### config.mk
export PLATFORM = sky130hd
export DESIGN_NAME = key_direction_decoder
export DESIGN_NICKNAME = d
export VERILOG_FILES = /design/src/rtl/keyboard_pkg.sv /design/src/rtl/scan_prefix_fsm.sv /design/src/rtl/key_direction_decoder.sv
export SDC_FILE = /design/constraint.sdc
export NUM_CORES = 1
export LEC_CHECK = 0
export CORE_MARGIN = 4
export CORE_UTILIZATION = 50
export CTS_CLUSTER_SIZE = 8
export DETAILED_ROUTE_END_ITERATION = 12
export PLACE_DENSITY = 0.71
export SYNTH_ARGS = -nofsm -noshare
export SYNTH_HDL_FRONTEND = slang
export SYNTH_SLANG_ARGS = --single-unit
### constraint.sdc
create_clock -name clk -period 4.8 [get_ports clk]
set_clock_uncertainty 0.1 [all_clocks]
set_input_delay 0.48 -clock clk [delete_from_list [all_inputs] [get_ports clk]]
set_output_delay 0.48 -clock clk [all_outputs]
set_load 0.03 [all_outputs]
### src/rtl/keyboard_pkg.sv
// rtl/keyboard_pkg.sv - shared PS/2 keyboard prefix constants, key codes and prefix FSM states
package keyboard_pkg;

  localparam logic [7:0] KB_EXT   = 8'hE0;
  localparam logic [7:0] KB_BRK   = 8'hF0;
  localparam logic [7:0] KB_PAUSE = 8'hE1;

  localparam logic [7:0] KB_LEFT_CODE  = 8'h6B;
  localparam logic [7:0] KB_RIGHT_CODE = 8'h74;
  localparam logic [7:0] KB_INV_CODE   = 8'h43;

  typedef enum logic [1:0] {
    IDLE    = 2'd0,
    EXT     = 2'd1,
    BRK     = 2'd2,
    EXT_BRK = 2'd3
  } prefix_state_t;

endpackage

### src/rtl/scan_prefix_fsm.sv
// rtl/scan_prefix_fsm.sv - folds E0/F0/E1 prefixes into single key events with a prefix timeout
module scan_prefix_fsm
  import keyboard_pkg::*;
#(
  parameter int TIMEOUT_CYCLES = 1_000_000
) (
  input  logic       clk,
  input  logic       reset,
  input  logic [7:0] scanCode,
  input  logic       scanValid,
  output logic       keyEvent,
  output logic       isBreak,
  output logic       isExt,
  output logic [7:0] code
);

  localparam int CW = (TIMEOUT_CYCLES > 2) ? $clog2(TIMEOUT_CYCLES) : 1;
  localparam logic [CW-1:0] LAST = CW'(TIMEOUT_CYCLES - 1);

  prefix_state_t state;
  prefix_state_t next_state;
  logic [CW-1:0] count;

  // Events are combinational so the top can update its flags on the edge that accepts the byte.
  always_comb begin
    next_state = state;
    keyEvent   = 1'b0;
    isBreak    = 1'b0;
    isExt      = 1'b0;
    code       = scanCode;
    if (scanValid) begin
      case (state)
        IDLE: begin
          if (scanCode == KB_EXT)        next_state = EXT;
          else if (scanCode == KB_BRK)   next_state = BRK;
          else if (scanCode != KB_PAUSE) keyEvent   = 1'b1;
        end
        EXT: begin
          if (scanCode == KB_BRK) next_state = EXT_BRK;
          else if (scanCode != KB_EXT) begin
            keyEvent   = 1'b1;
            isExt      = 1'b1;
            next_state = IDLE;
          end
        end
        BRK: begin
          keyEvent   = 1'b1;
          isBreak    = 1'b1;
          next_state = IDLE;
        end
        EXT_BRK: begin
          keyEvent   = 1'b1;
          isBreak    = 1'b1;
          isExt      = 1'b1;
          next_state = IDLE;
        end
        default: next_state = IDLE;
      endcase
    end
  end

  // An accepted byte wins over a timeout landing in the same cycle.
  always_ff @(posedge clk) begin
    if (reset) begin
      state <= IDLE;
      count <= '0;
    end else if (scanValid) begin
      state <= next_state;
      count <= '0;
    end else if (state != IDLE) begin
      if (count == LAST) begin
        state <= IDLE;
        count <= '0;
      end else begin
        count <= count + 1'b1;
      end
    end
  end

endmodule

### src/rtl/key_direction_decoder.sv
// rtl/key_direction_decoder.sv - turns PS/2 key events into frame-stable left/right/invincible levels
module key_direction_decoder
  import keyboard_pkg::*;
#(
  parameter logic [7:0] LEFT_CODE      = KB_LEFT_CODE,
  parameter logic [7:0] RIGHT_CODE     = KB_RIGHT_CODE,
  parameter logic [7:0] INV_CODE       = KB_INV_CODE,
  parameter int         TIMEOUT_CYCLES = 1_000_000
) (
  input  logic       clk,
  input  logic       reset,
  input  logic [7:0] scanCode,
  input  logic       scanValid,
  input  logic       startOfFrame,
  output logic       left,
  output logic       right,
  output logic       invincible
);

  logic       keyEvent;
  logic       isBreak;
  logic       isExt;
  logic [7:0] code;

  logic heldL, heldR, heldI;
  logic sawL, sawR;
  logic invToggle;

  scan_prefix_fsm #(
    .TIMEOUT_CYCLES(TIMEOUT_CYCLES)
  ) u_prefix (
    .clk      (clk),
    .reset    (reset),
    .scanCode (scanCode),
    .scanValid(scanValid),
    .keyEvent (keyEvent),
    .isBreak  (isBreak),
    .isExt    (isExt),
    .code     (code)
  );

  logic left_ev, right_ev, inv_ev;
  assign left_ev  = keyEvent &&  isExt && (code == LEFT_CODE);
  assign right_ev = keyEvent &&  isExt && (code == RIGHT_CODE);
  assign inv_ev   = keyEvent && !isExt && (code == INV_CODE);

  // Key updates come after the frame clear so a make in a frame-pulse cycle survives into next frame.
  always_ff @(posedge clk) begin
    if (reset) begin
      heldL      <= 1'b0;
      heldR      <= 1'b0;
      heldI      <= 1'b0;
      sawL       <= 1'b0;
      sawR       <= 1'b0;
      invToggle  <= 1'b0;
      left       <= 1'b0;
      right      <= 1'b0;
      invincible <= 1'b0;
    end else begin
      if (startOfFrame) begin
        left       <= heldL | sawL;
        right      <= heldR | sawR;
        invincible <= invToggle;
        sawL       <= 1'b0;
        sawR       <= 1'b0;
      end
      if (left_ev) begin
        heldL <= !isBreak;
        if (!isBreak) sawL <= 1'b1;
      end
      if (right_ev) begin
        heldR <= !isBreak;
        if (!isBreak) sawR <= 1'b1;
      end
      if (inv_ev) begin
        if (isBreak) begin
          heldI <= 1'b0;
        end else if (!heldI) begin
          heldI     <= 1'b1;
          invToggle <= !invToggle;
        end
      end
    end
  end

endmodule

==> summary.json, run 1 <==
{
  "status": {
    "result_of_the_run": "completed"
  },
  "floorplanning": {
    "num_rows": 19,
    "fp_util_pct": 53.7,
    "die-width_um": 63.3
  },
  "worst_hold_path": {
    "hold_path_startpoint": "sawL",
    "endpoint_of_the_worst_hold_timing_path": "sawL"
  },
  "critical_path": {
    "critical_path.endpoint": "invToggle",
    "startpoint": "scanValid",
    "crit_required_ps": 4910,
    "max_stage_delay_cell_worst_path": "sky130_fd_sc_hd__clkdlybuf4s50_1"
  },
  "cts": {
    "cts_root_buffer": "sky130_fd_sc_hd__clkbuf_4",
    "clkTransAtPathRegs_ps": 90,
    "numClockSinks": 31,
    "post_cts_resize_count": 0
  },
  "flow_run": {
    "max_cap_viol_count": 0
  },
  "placed_design": {
    "dpl_worst_slack_ps": 2230
  },
  "yosys": {
    "synth.avg_cell_area_sq_um": 8.70,
    "synth-cells-yosys": 176,
    "synth_nets": 189,
    "fa_ha_area_share_pct": 1.47,
    "synth_xor_xnor_area_share_pct": 6.86,
    "topCombFamilyByArea": "simple AND/OR/NAND/NOR gates"
  },
  "global_routing": {
    "grt_usage_pct": 17.4,
    "grt_most_used_layer": "met2",
    "grt_pass1_vias": 1255,
    "grt_remaining_overflow": 0
  },
  "route": {
    "drt-initial-drc-count": 87,
    "dr.pass1.iters": 4
  },
  "final_timing": {
    "grt_setup_unrepaired": "false",
    "worst_hold_slack_ps": 376,
    "max_slew_margin_pct": 65.0,
    "finalHoldViolations": 0,
    "layout_min_cycle_time_ps": 2260
  },
  "layout": {
    "finish.utilization_pct": 61.5,
    "final_area_sq_um": 1760,
    "final.fill_count": 263,
    "antenna-diode-count": 0,
    "design.final.nets": 204,
    "final_cell_mix": "31 x sky130_fd_sc_hd__dfxtp_1, 25 x sky130_fd_sc_hd__nor2_1, 14 x sky130_fd_sc_hd__a21oi_1, 14 x sky130_fd_sc_hd__nand2_1, 14 x sky130_fd_sc_hd__clkdlybuf4s50_1"
  }
}
## run 1: report_power, final
| part | total (uW) | leakage, uW | internal (uW) | switching, uW |
|---|---|---|---|---|
| combinational | 27.0 | 0.000278 | 13.2 | 13.8 |
| clock | 213 | 0.0000482 | 123 | 90.3 |
| sequential | 258 | 0.000250 | 258 | 0.452 |
| total | 499 | 0.000576 | 394 | 105 |
## run 1: cell type report
class,instances,share of cell area [%]
multi-input combinational,135,48.5
sequential,31,35.4
timing repair buffer,15,8.41
clock buffer,6,2.92
tap,31,2.21
clock inverter,2,2.00
inverter,3,0.641
## run 1: registers in the layout, summed over array words and instances (netlist names)
name	cells
invToggle	1
sawL	1
sawR	1
left	1
u_prefix.count	20
heldR	1
u_prefix.state	2
invincible	1
heldI	1
right	1
heldL	1
## run 1: Yosys cell counts, types with 3 or more instances
cell | instances | area (sq um)
sky130_fd_sc_hd__xor2_1 | 9 | 78.8
sky130_fd_sc_hd__dfxtp_1 | 31 | 621
sky130_fd_sc_hd__o211ai_1 | 3 | 22.5
sky130_fd_sc_hd__o21ai_0 | 7 | 35.0
sky130_fd_sc_hd__nor2_1 | 25 | 93.8
sky130_fd_sc_hd__nand3_1 | 6 | 30.0
sky130_fd_sc_hd__nand2_1 | 14 | 52.6
sky130_fd_sc_hd__or3_1 | 3 | 18.8
sky130_fd_sc_hd__inv_1 | 3 | 11.3
sky130_fd_sc_hd__nor3b_1 | 4 | 30.0
sky130_fd_sc_hd__a21oi_1 | 14 | 70.1
sky130_fd_sc_hd__buf_2 | 3 | 15.0
sky130_fd_sc_hd__xnor2_1 | 3 | 26.3
sky130_fd_sc_hd__nand2b_1 | 4 | 25.0
sky130_fd_sc_hd__nand4_1 | 6 | 37.5
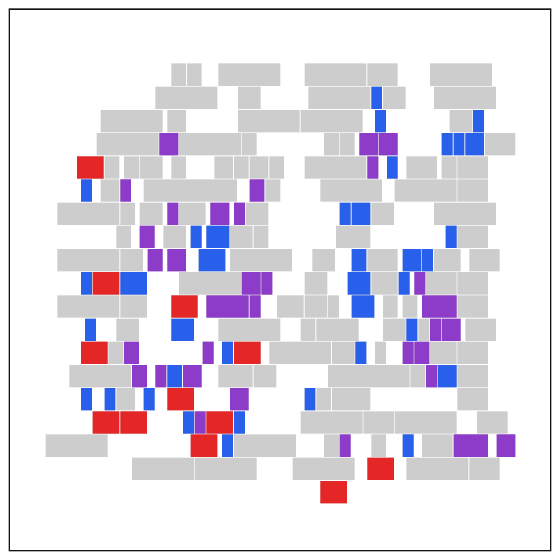
(run_1/gates.png)
purple -> nand cells  # cells 33
blue -> nor cells  # cells 37
red -> xor and xnor cells  # cells 12
most instantiated logic cell after routing: sky130_fd_sc_hd__dfxtp_1
fraction of standard cell area in multi-input logic: 48.5%

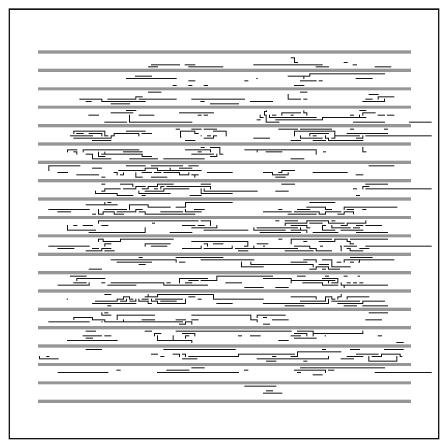
(run_1/m1.png)
Supply wires on this layer in gray.
wire length on this layer = 1360 um
nets with wire on the layer = 189
longest straight run = 17.0 um
share of all routed wire = 43%
main direction = horizontal
wirelength, routed: 3140 um
global-route met1 utilization: 19.5%
total number of vias: 1337

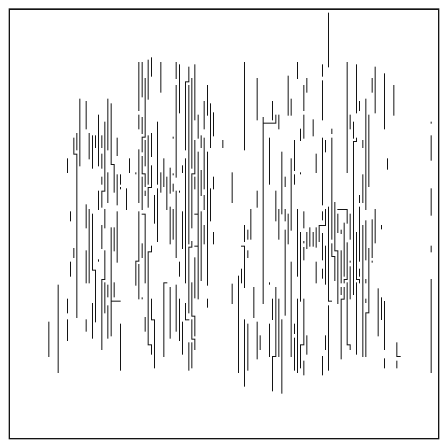
(run_1/m2.png)
longest straight run = 27.5 um
share of all routed wire = 48%
wire length on this layer = 1500 um
main direction = vertical
nets with wire on the layer = 175
GR Layer Usage met2: 28.4%

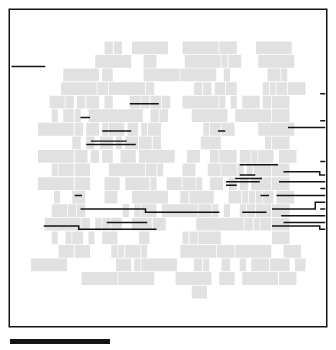
(run_1/m3.png)
The bar under the picture is 20 um long.
share of all routed wire = 6.5%
longest straight run = 15.4 um
nets with wire on the layer = 26
met3 track demand over resource in global routing: 6.22%

==> run 2: changes to the inputs <==
- PLACE_DENSITY: 0.71 -> 0.74
- clock period: 4.8 -> 1.9 ns (I/O delays scaled with it)
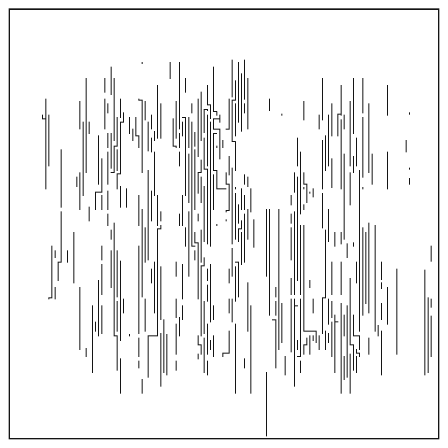
(run_2/m2.png)
wire length on this layer = 1600 um
nets with wire on the layer = 194
main direction = vertical
total number of vias: 1416
wirelength, routed: 3340 um

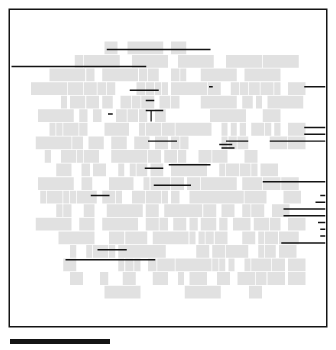
(run_2/m3.png)
The bar under the picture is 20 um long.
main direction = horizontal
nets with wire on the layer = 22
longest straight run = 26.7 um
met3 track demand over resource in global routing: 7.28%

==> run 2 against run 1 <==
Against the previous run: cell area rose by 8.6%; global-route usage is 1.2 points higher; via count grew 5.9%; wire length up 6.4%; power rose to 2.6 times the previous value; first-iteration DRC count fell by 15%; sequential share of layout area decreased by 2.7 points; flip-flop count stayed put; sequential power grew to 2.5 times the previous value; core utilization up 5.3 points; register-to-register slack worse by 2800 ps; largest power group unchanged.
==> summary.json, run 2 <==
{
  "floorplanning": {
    "n_tap_cell": 31,
    "fp_util_pct": 53.7,
    "design.core.area_sq_um": 2850,
    "die-width_um": 63.3,
    "num_rows": 19
  },
  "flow_run": {
    "max_cap_viol_count": 0
  },
  "layout": {
    "largest_register": "u_prefix.count",
    "number_of_signal_net_inverters_in_the_final_layout": 3,
    "comb_area_share_pct": 45.2,
    "final.fill_count": 254,
    "final_area_sq_um": 1910,
    "final-seq-area_sq_um": 622,
    "largest_reg_flops": 20,
    "multiInputCombCellCount": 135,
    "seqAreaFraction_pct": 32.6,
    "reg_top3": "u_prefix.count x20, u_prefix.state x2",
    "final_cell_mix": "30 x sky130_fd_sc_hd__dfxtp_1, 25 x sky130_fd_sc_hd__nor2_1, 18 x sky130_fd_sc_hd__buf_4",
    "signal_buffer_area_fraction_pct": 15.0,
    "layout.cells.most_common": "sky130_fd_sc_hd__dfxtp_1",
    "nClkBuffers": 6,
    "area_share_clock_buf_inv_pct": 4.53,
    "biggestCellCategory": "multi-input combinational cells",
    "buffers_excl_clock": 33,
    "antenna-diode-count": 0,
    "seq_cell_count": 31,
    "design.final.nets": 222
  },
  "critical_path": {
    "worst_setup_path_end_kind": "register",
    "crit_required_ps": 2050,
    "startpoint": "scanCode[0]",
    "worstPathCellList": "clkdlybuf4s50_1, or4b_1, buf_4, nor4_2, buf_4, nor2_1, a311oi_1",
    "critical_path.endpoint": "heldR",
    "max_stage_delay_cell_worst_path": "sky130_fd_sc_hd__or4b_1"
  },
  "final_timing": {
    "fmax_mhz": 542,
    "finalWorstSetupSlack_ps": 55.3,
    "finalHoldViolations": 0,
    "layout_min_cycle_time_ps": 1840,
    "max_slew_margin_pct": 70.5
  },
  "worst_hold_path": {
    "hold_path_startpoint": "sawL",
    "endpoint_of_the_worst_hold_timing_path": "sawL"
  },
  "cts": {
    "cts_tree": "built",
    "cts_root_buffer": "sky130_fd_sc_hd__clkbuf_4",
    "clkTransAtPathRegs_ps": 100,
    "numClockSinks": 31
  },
  "yosys": {
    "synth.avg_cell_area_sq_um": 8.70,
    "post_synth_seq_share_pct": 40.5,
    "synth-cells-yosys": 176,
    "synthTopCellsByCount": "31 x sky130_fd_sc_hd__dfxtp_1, 25 x sky130_fd_sc_hd__nor2_1, 14 x sky130_fd_sc_hd__a21oi_1, 14 x sky130_fd_sc_hd__nand2_1, 9 x sky130_fd_sc_hd__xor2_1",
    "synth_nets": 189,
    "yosys.area.top_type": "sky130_fd_sc_hd__dfxtp_1",
    "top_area_cells_in_the_synthesized_netlist": "sky130_fd_sc_hd__dfxtp_1 41%, sky130_fd_sc_hd__nor2_1 6.1%, sky130_fd_sc_hd__xor2_1 5.1%",
    "synth_top_area_share_pct": 40.5,
    "synth.most_common_cell": "sky130_fd_sc_hd__dfxtp_1"
  },
  "route": {
    "dr.pass1.iters": 4,
    "drt-initial-drc-count": 74,
    "antenna_violating_nets_post_route": 0
  },
  "placed_design": {
    "dpl_worst_slack_ps": -373,
    "placedInstanceArea_sq_um": 1800
  },
  "power_and_ir_drop": {
    "netSwitchingPower_uw": 264,
    "sequential_power_share_pct": 51.3,
    "p_comb_share_pct": 6.6,
    "internal_power_uw": 1010,
    "sw_frac_of_total_pct": 20.8,
    "share_clk_of_total_power_pct": 42.1
  },
  "global_routing": {
    "grt_remaining_overflow": 0,
    "grt_usage_pct": 18.5,
    "grt_pass1_vias": 1381
  },
  "status": {
    "result_of_the_run": "completed"
  }
}
run 2: cell types whose count changed in the layout (fill, tap and decap cells not counted), sizes merged:
cell	change
buf	+18
run 2: power by group through the flow:
stage | Sequential, uW | Clock [uW] | Combinational [uW]
after global routing | 653 | 587 | 90.0
after floorplan | 672 | 0 | 25.8
after CTS | 653 | 552 | 82.8
final | 653 | 535 | 84.4
after detailed placement | 668 | 0 | 81.4
after global placement | 668 | 0 | 80.0
run 2: cells by family (layout without fill, tap and decap cells):
kind of cell | Yosys count | in the layout | synth area share [%]
AND-OR/OR-AND | 35 | 35 | 15.3
XOR/XNOR | 12 | 12 | 6.86
adder cells (fa/ha/maj) | 2 | 2 | 1.47
buffers and inverters | 10 | 44 | 3.92
flip-flops | 31 | 31 | 40.5
multiplexers | 2 | 2 | 1.39
AND/OR/NAND/NOR | 84 | 84 | 30.6
run 2: per-stage QoR:
stage          power (uW)  hold slack (ps)  utilization, %  cells
2_1_floorplan         698              186               -    176
3_3_place_gp          748              359            63.0    232
3_5_place_dp          749              368            63.0    232
4_1_cts              1290              384            66.2    240
5_1_grt              1330              423            66.8    241
6_report             1270              383            66.8    241
run 2: layer usage:
layer	part of all wire, %	wire (um)	GRT usage [%]	vias up
met1	44	1480	21.2	664
met5	0	0	0	-
met3	5.5	183	7.28	9
li1	-	-	-	704
met2	48	1600	29.3	39
met4	2.2	74	10.2	0
run 2: what timing repair did:
action | 4_1_cts | 5_1_grt
resized | 1 | 3
gates cloned | 0 | 0
endpoints found under the setup margin | 1 | 22
pin swaps | 0 | 2
buffers inserted | 0 | 1
run 2: worst register-to-register path, delay by kind of cell, from the launching register on:
kind	cells	cell delay, ps
AOI/OAI and AO/OA	2	510
adders and majority gates	1	190
buffers and inverters	1	230
DFF	1	410
and+or+nand+nor	2	230
==> run 3: changes to the inputs <==
- PLACE_DENSITY: 0.74 -> 0.71
- clock period: 1.9 -> 2.4 ns (I/O delays scaled with it)
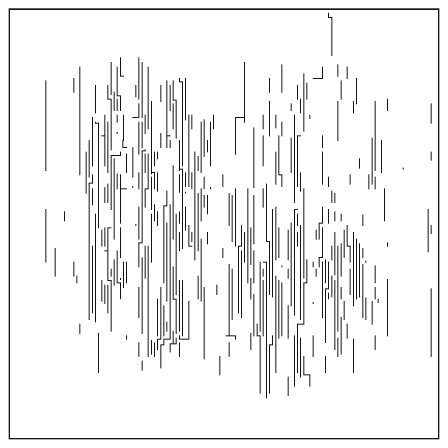
(run_3/m2.png)
nets with wire on the layer = 182
longest straight run = 20.2 um
GR Layer Usage met2: 29.9%
total number of vias: 1359

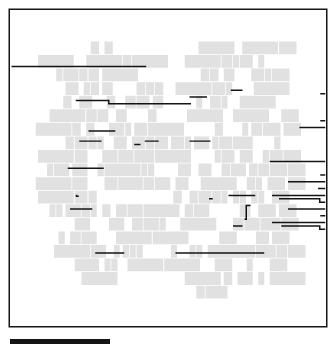
(run_3/m3.png)
The bar under the picture is 20 um long.
longest straight run = 26.7 um
main direction = horizontal
share of all routed wire = 5.9%
nets with wire on the layer = 24
wirelength, routed: 3200 um
met3 track demand over resource in global routing: 6.75%

==> run 3 against run 2 <==
Against the previous run: first-iteration DRC count is 31% lower; synthesized cell count stayed put; flip-flop count stayed put; clock-buffer cell count stayed put; core utilization is 5.6 points lower; critical path depth is 2 lower; via count is 4.0% lower; power is 31% lower; final cell count is 6.6% lower; cell area is 8.3% lower; critical path type is now reg -> reg; largest cell class unchanged; largest power group unchanged; highest routed layer unchanged.
==> summary.json, run 3 <==
{
  "placed_design": {
    "dpl_worst_slack_ps": 146,
    "place.detailed.instances": 218,
    "hpwlAfterDp_um": 2310,
    "placedInstanceArea_sq_um": 1690
  },
  "yosys": {
    "synth_top_area_share_pct": 40.5,
    "synth_nets": 189,
    "synth.most_common_cell": "sky130_fd_sc_hd__dfxtp_1",
    "top_area_cells_in_the_synthesized_netlist": "sky130_fd_sc_hd__dfxtp_1 41%, sky130_fd_sc_hd__nor2_1 6.1%, sky130_fd_sc_hd__xor2_1 5.1%",
    "synth-cells-yosys": 176,
    "yosys.area.top_type": "sky130_fd_sc_hd__dfxtp_1",
    "post_synth_seq_share_pct": 40.5,
    "synthCells": 176,
    "synth_area_sq_um": 1530,
    "synth.avg_cell_area_sq_um": 8.70,
    "postSynth.topFlopCell": "sky130_fd_sc_hd__dfxtp_1",
    "synthTopCellsByCount": "31 x sky130_fd_sc_hd__dfxtp_1, 25 x sky130_fd_sc_hd__nor2_1, 14 x sky130_fd_sc_hd__a21oi_1, 14 x sky130_fd_sc_hd__nand2_1, 9 x sky130_fd_sc_hd__xor2_1"
  },
  "critical_path": {
    "crit_required_ps": 2520,
    "crit_path_dat_ps": 2090,
    "critical_path.reg2reg.startpoint": "u_prefix.state[0]",
    "critical_path_class": "reg -> reg",
    "startpoint": "u_prefix.state[0]",
    "cp-start-kind": "register",
    "worst_setup_path_end_kind": "register",
    "critPathMaxFanout": 20
  },
  "cts": {
    "cts.htree.levels": 2,
    "numClockSinks": 31,
    "cts.repair_timing.setup_buffer_count": 0,
    "clkTransAtPathRegs_ps": 100,
    "cts_tree": "built",
    "cts_root_buffer": "sky130_fd_sc_hd__clkbuf_4",
    "post_cts_resize_count": 0,
    "post_cts_hold_buffer_count": 0
  },
  "layout": {
    "flow.area_growth_from_synthesis_pct": 14.1,
    "largest_register": "u_prefix.count",
    "reg_top3": "u_prefix.count x20, u_prefix.state x2",
    "design.final.nets": 207,
    "antenna-diode-count": 0,
    "finish.utilization_pct": 61.3,
    "layout.cells.most_common": "sky130_fd_sc_hd__dfxtp_1",
    "largest_reg_flops": 20,
    "final_area_sq_um": 1750,
    "finalNonFillerCells": 225,
    "final_cell_mix": "31 x sky130_fd_sc_hd__dfxtp_1, 25 x sky130_fd_sc_hd__nor2_1, 14 x sky130_fd_sc_hd__a21oi_1, 14 x sky130_fd_sc_hd__nand2_1, 14 x sky130_fd_sc_hd__clkdlybuf4s50_1"
  },
  "floorplanning": {
    "num_rows": 19,
    "design.core.area_sq_um": 2850,
    "chip_area_sq_um": 4010,
    "die-width_um": 63.3,
    "top_level_ports": 15,
    "fp_util_pct": 53.7
  },
  "final_timing": {
    "worst_hold_slack_ps": 380,
    "grt_setup_unrepaired": "false",
    "fmax_mhz": 509,
    "final_max_slew_viol_count": 0,
    "max_slew_margin_pct": 67.0,
    "finalWorstSetupSlack_ps": 434,
    "setup_tns_ps": 0,
    "layout_min_cycle_time_ps": 1970,
    "finalClockPeriodUsage_pct": 81.9,
    "finalHoldViolations": 0
  },
  "route": {
    "drt-initial-drc-count": 51,
    "antenna_violating_nets_post_route": 0,
    "dr.pass1.iters": 4,
    "route.detailed.vias_per_inst": 6.04,
    "detail_route.drc_violations": 0
  },
  "global_routing": {
    "grt_usage_pct": 17.4,
    "grt_pass1_vias": 1364,
    "largest_net_degree_at_the_start_of_global_routing": 21,
    "grt_remaining_overflow": 0
  },
  "worst_hold_path": {
    "hold_path_startpoint": "heldL",
    "min-delay-path-class": "reg -> reg"
  },
  "power_and_ir_drop": {
    "static-leakage-power_uw": 0.000577,
    "report.power.total_uw": 878
  },
  "flow_run": {
    "max_cap_viol_count": 0
  },
  "status": {
    "result_of_the_run": "completed"
  }
}
==> run 3: critical path, cell delays in order (launching register included) <==
cell and delay (ps):
sky130_fd_sc_hd__dfxtp_1 570, sky130_fd_sc_hd__o211a_1 360, sky130_fd_sc_hd__nand4_1 230, sky130_fd_sc_hd__o211ai_1 240
sky130_fd_sc_hd__buf_4 270, sky130_fd_sc_hd__a21oi_1 80
==> run 3: per-layer routing <==
metal  wire length, um  vias to the layer above  track usage [%]
li1                  -                      675                -
met1              1420                      635             18.9
met4                72                        0             7.55
met5                 0                        -                0
met3               190                        8             6.75
met2              1520                       41             29.9
==> run 3: path summary, 6_finish.rpt <==
| check | slack, ps | cells past startpoint | endpoint |
|---|---|---|---|
| hold / removal | 380 | 2 | heldL |
| setup / recovery | 430 | 5 | u_prefix.count[1] |
| hold reg to reg | 380 | 2 | heldL |
| setup reg to reg | 430 | 5 | u_prefix.count[1] |
==> run 3: where the power goes <==
| part | total, uW | internal, uW | switching [uW] |
|---|---|---|---|
| combinational | 56.7 | 28.4 | 28.3 |
| clock | 304 | 135 | 169 |
| sequential | 517 | 516 | 0.927 |
| total | 878 | 680 | 198 |
==> run 3: cell type report <==
cell class / count / area (sq um)
well taps: 31 / 38.8
flip-flops and latches: 31 / 621
inverters: 3 / 11.3
fillers: 266 / 1100
clock buffers: 6 / 51.3
repair buffers: 18 / 170
multi-input cells: 135 / 851
clock inverters: 1 / 5.00
==> run 3: kinds of logic after synthesis <==
| group | share of synthesized area [%] |
|---|---|
| AOI/OAI and AO/OA | 15.3 |
| xor gates and xnor gates | 6.86 |
| adders and majority gates | 1.47 |
| buffers and inverters | 3.92 |
| DFF | 40.5 |
| muxes | 1.39 |
| and+or+nand+nor | 30.6 |
No activity file was given, so power comes from the tool's default toggle rates.
